File: src/rtl/full_adder_pkg.sv
// Shared constants for the full_adder block: default counter width and saturation limit helper.
package full_adder_pkg;

  localparam int unsigned CNT_W_DEFAULT = 8;

  // All-ones value for a counter of the given width (valid for widths up to 31).
  function automatic int unsigned sat_max(input int unsigned w);
    return (32'd1 << w) - 32'd1;
  endfunction

  localparam int unsigned CNT_MAX_DEFAULT = sat_max(CNT_W_DEFAULT);

endpackage

File: src/rtl/half_adder.sv
// Single-bit half adder: s = a ^ b, c = a & b.
module half_adder (
  input  logic a,
  input  logic b,
  output logic s,
  output logic c
);

  assign s = a ^ b;
  assign c = a & b;

endmodule

File: src/rtl/full_adder.sv
// Full adder built from two half adders, with registered outputs, a saturating carry counter
// and an optional sticky self-check enabled by the FULL_ADDER_CHECK_EN macro.
module full_adder
  import full_adder_pkg::*;
#(
  parameter int unsigned CNT_W = CNT_W_DEFAULT
) (
  input  logic             clk,
  input  logic             rst,
  input  logic             i0,
  input  logic             i1,
  input  logic             cin,
  output logic             sum,
  output logic             cout,
  output logic             sum_q,
  output logic             cout_q,
  output logic [CNT_W-1:0] carry_cnt,
  output logic             err
);

  localparam logic [CNT_W-1:0] CntMax = CNT_W'(sat_max(CNT_W));

  logic w_s1;
  logic w_c1;
  logic w_s2;
  logic w_c2;

  half_adder u_ha0 (
    .a (i0),
    .b (i1),
    .s (w_s1),
    .c (w_c1)
  );

  half_adder u_ha1 (
    .a (w_s1),
    .b (cin),
    .s (w_s2),
    .c (w_c2)
  );

  assign sum  = w_s2;
  assign cout = w_c1 | w_c2;

  logic             r_sum_q;
  logic             r_cout_q;
  logic [CNT_W-1:0] r_cnt;

  always_ff @(posedge clk) begin
    if (rst) begin
      r_sum_q  <= 1'b0;
      r_cout_q <= 1'b0;
      r_cnt    <= '0;
    end else begin
      r_sum_q  <= sum;
      r_cout_q <= cout;
      if (cout && (r_cnt != CntMax)) begin
        r_cnt <= r_cnt + CNT_W'(1);
      end
    end
  end

  assign sum_q     = r_sum_q;
  assign cout_q    = r_cout_q;
  assign carry_cnt = r_cnt;

`ifdef FULL_ADDER_CHECK_EN
  // Behavioral reference, independent of the half-adder structure.
  logic [1:0] w_ref;
  logic       r_err;

  assign w_ref = {1'b0, i0} + {1'b0, i1} + {1'b0, cin};

  always_ff @(posedge clk) begin
    if (rst) begin
      r_err <= 1'b0;
    end else if (w_ref != {cout, sum}) begin
      r_err <= 1'b1;
    end
  end

  assign err = r_err;
`else
  assign err = 1'b0;
`endif

endmodule

File: config.mk
export PLATFORM = sky130hd
export DESIGN_NAME = full_adder
export DESIGN_NICKNAME = d
export VERILOG_FILES = /design/src/rtl/full_adder_pkg.sv /design/src/rtl/half_adder.sv /design/src/rtl/full_adder.sv
export SDC_FILE = /design/constraint.sdc
export NUM_CORES = 1
export LEC_CHECK = 0
export CORE_AREA = 2 2 39 41
export DETAILED_ROUTE_END_ITERATION = 8
export DIE_AREA = 0 0 41 43
export PLACE_DENSITY = 0.68
export RECOVER_POWER = 50
export SYNTH_ARGS = -nofsm -noshare
export SYNTH_HDL_FRONTEND = slang
export SYNTH_SLANG_ARGS = --single-unit
File: constraint.sdc
create_clock -name clk -period 2.05 [get_ports clk]
set_clock_uncertainty 0.05 [all_clocks]
set_input_delay 0.205 -clock clk [delete_from_list [all_inputs] [get_ports clk]]
set_output_delay 0.205 -clock clk [all_outputs]
set_load 0.005 [all_outputs]
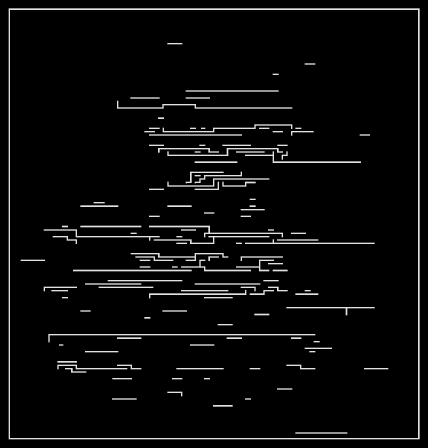
Fig. 1. Metal 1 (run 1).
The longest straight run is 26.7 um. The layer carries 441 um of wire. The layer holds 45% of the routed length. The wires run mostly horizontal.
M1 GR Usage: 0.1710
Total Routed Length: 973 um
vias: 449

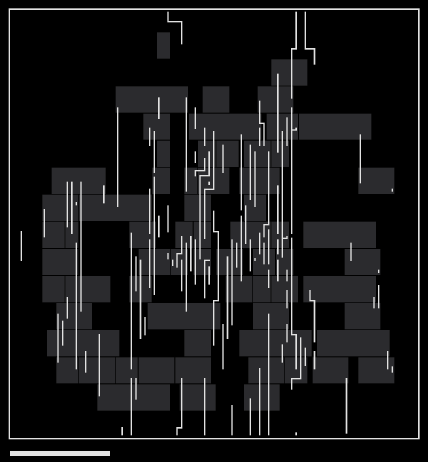
Fig. 2. M2 wires (run 1).
Bar = 10 um. Cells faint in the background.
67 nets have wire on it. The layer carries 457 um of wire.
GRT met2 Usage: 0.1563

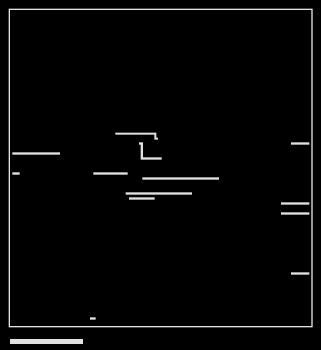
Fig. 3. Signal wires on met3 (run 1).
Bar = 10 um.
The layer carries 56.1 um of wire. 12 nets have wire on it.

==> impl_metrics.py, run 1 <==
# Synthesis and PnR figures
metrics = {
    "yosys": {
        "yosysUniqueCellTypes": 27,
        "ys_chip_area_sq_um": 493.0,
        "common_cells": "dfxtp_1, a21oi_1, nor3_1, a211oi_1, nor2b_1",
        "synthAdderAreaFrac": 0.06599,
        "mux_share": 0.05076,
        "yosys-stat-cells": 51,
        "synth_area_sq_um": 493.0,
        "ys_ff": 10,
        "asyncSetResetFlopFracSynth": 0,
    },
    "critical_path": {
        "cp_common_cell": "clkdlybuf4s50_1",
        "critPathSlowestCell": "fa_1",
        "crit_path_end_kind": "primary output",
        "cp-startpoint": "i0",
        "crit_path_end": "sum",
        "r2r_slack_ps": 330,
        "path_class": "in2out",
        "worstSetupStartpointType": "primary input",
        "path_cells": "clkdlybuf4s50_1, fa_1, clkdlybuf4s50_1",
    },
    "die": {
        "std_cell_rows": 14,
        "dieArea_sq_mm": 0.001763,
        "initCoreUtil": 0.3562,
        "die_height_um": 43,
    },
    "pwr": {
        "pg_comb_mw": 0.0597,
        "top_power_group": "sequential cells",
        "vdd_drop_max_mv": 0.3824,
        "power_clock_mw": 0.134,
        "pg_seq_mw": 0.209,
        "cellPowerDensity_mw_per_mm2": 595.8,
        "power.switching_mw": 0.09381,
    },
    "clock_tree": {
        "numCtsBuffers": 3,
        "cts_setup_buffers": 0,
        "root_buffer": "clkbuf_4",
        "clk_path_buf_depth": 2,
    },
    "detailed_routing": {
        "drtIter0Drc": 15,
        "wl_per_cell_um": 11.72,
        "avgViaCountPerCell": 5.410,
        "wl_met1_um": 440,
        "wl_met2_um": 457,
    },
    "global_route": {
        "grt.total_usage": 0.1246,
        "busiest_layer": "met1",
        "grt_first_pass_wirelength_um": 1435,
        "antenna_found_initial": 0,
    },
    "final_layout": {
        "final_cell_mix": "dfxtp_1, clkdlybuf4s50_1, dlygate4sd3_1",
        "flop-count": 10,
        "sh_seq_area": 0.2963,
        "clock_cell_area_share": 0.03333,
        "antenna_cells": 0,
        "area_growth_pct": 37.06,
        "num-nets-final": 76,
        "layout.cells.non_filler": 83,
    },
    "worst_hold_path": {
        "whs_endpoint": "carry_cnt[7]",
        "hold_start": "carry_cnt[7]",
    },
    "sta": {
        "setup_viol": 0,
        "fmax_mhz": 516.5,
        "rsz0062_at_grt": "false",
    },
    "run": {
        "warnings": 26,
    },
    "place": {
        "dpl_cell_area_sq_um": 656.9,
        "dp_cells": 80,
        "port_buffers": 16,
    },
    "status": {
        "outcome": "finished clean",
    },
}
==> run 2, diff against run 1 <==
--- a/config.mk
+++ b/config.mk
@@ -5,10 +5,11 @@
 export SDC_FILE = /design/constraint.sdc
 export NUM_CORES = 1
 export LEC_CHECK = 0
+export ABC_AREA = 1
 export CORE_AREA = 2 2 39 41
 export DETAILED_ROUTE_END_ITERATION = 8
 export DIE_AREA = 0 0 41 43
-export PLACE_DENSITY = 0.68
+export PLACE_DENSITY = 0.73
 export RECOVER_POWER = 50
 export SYNTH_ARGS = -nofsm -noshare
 export SYNTH_HDL_FRONTEND = slang
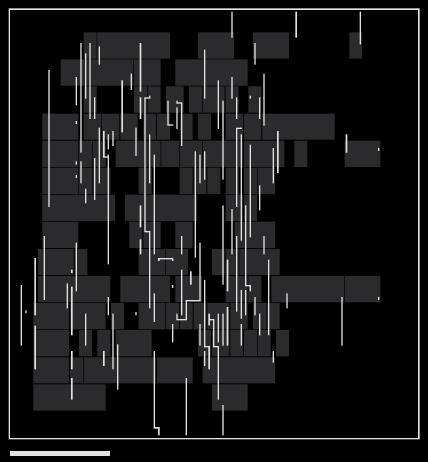
Fig. 4. M2 wires (run 2).
Bar = 10 um. Cells faint in the background.
The layer holds 43% of the routed length. 83 nets have wire on it.

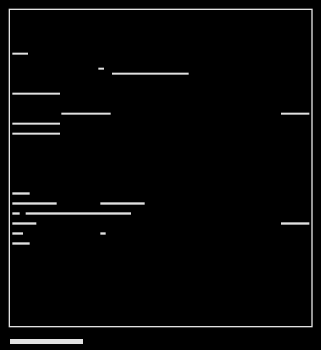
Fig. 5. Signal wires on met3 (run 2).
Bar = 10 um.
The layer carries 79.1 um of wire. The layer holds 8.1% of the routed length.

==> run 2 against run 1 <==
Effect of this change: maximum frequency fell by 1.0%; routed wire length increased by 0.62%; flip-flop count stayed put; clock-buffer cell count rose by 1; clock power grew 36%; setup slack got worse by 20 ps; final cell count is 37% higher; synthesized area rose by 13%; via count up 15%; first-iteration DRC count decreased by 67%; sequential share of layout area is 3.3 points lower.
==> impl_metrics.py, run 2 <==
# Synthesis and PnR figures
metrics = {
    "final_layout": {
        "layout.cells.non_filler": 114,
        "sh_seq_area": 0.2632,
        "flop-count": 10,
        "num-nets-final": 106,
        "clock_cell_area_share": 0.04770,
        "final_cell_mix": "nand2_1, inv_1, nor2_1",
        "antenna_cells": 0,
    },
    "yosys": {
        "common_cells": "nand2_1, inv_1, nor2_1, dfxtp_1, nand3_1",
        "synth_area_sq_um": 555.5,
        "yosys-stat-cells": 79,
        "synthAdderAreaFrac": 0.05856,
        "ys_chip_area_sq_um": 555.5,
        "asyncSetResetFlopFracSynth": 0,
        "mux_share": 0,
        "ys_ff": 10,
        "yosysUniqueCellTypes": 18,
    },
    "detailed_routing": {
        "drtIter0Drc": 5,
        "wl_per_cell_um": 8.588,
        "wl_met1_um": 435,
        "antenna_left": 0,
        "dr_total_vias": 518,
        "avgViaCountPerCell": 4.544,
        "finalWirelength_um": 979,
    },
    "die": {
        "die_height_um": 43,
        "initCoreUtil": 0.4014,
        "dieArea_sq_mm": 0.001763,
        "std_cell_rows": 14,
    },
    "critical_path": {
        "path_class": "in2out",
        "path_cells": "clkdlybuf4s50_1, fa_1, clkdlybuf4s50_1",
        "crit_path_end_kind": "primary output",
        "critPathSlowestCell": "fa_1",
        "crit_path_end": "sum",
        "cp-startpoint": "i0",
        "r2r_slack_ps": 750,
        "worstSetupStartpointType": "primary input",
    },
    "place": {
        "port_buffers": 16,
        "dpl_cell_area_sq_um": 728.2,
        "dp_cells": 110,
    },
    "clock_tree": {
        "clk_path_buf_depth": 2,
        "numCtsBuffers": 3,
        "root_buffer": "clkbuf_4",
        "cts_setup_buffers": 0,
    },
    "global_route": {
        "grt_use_met1": 0.1722,
        "grt_first_pass_wirelength_um": 1628,
        "busiest_layer": "met2",
        "met2_usage": 0.1875,
    },
    "pwr": {
        "pg_seq_mw": 0.208,
        "top_power_group": "sequential cells",
        "vdd_drop_max_mv": 0.4064,
        "cellPowerDensity_mw_per_mm2": 601.3,
        "power_clock_mw": 0.182,
        "pg_comb_mw": 0.0668,
        "power.switching_mw": 0.1089,
    },
    "worst_hold_path": {
        "hold_start": "rst",
    },
    "sta": {
        "rsz0062_at_grt": "false",
    },
    "status": {
        "outcome": "finished clean",
    },
    "run": {
        "warnings": 26,
    },
}
Power and IR drop assume default switching activity.
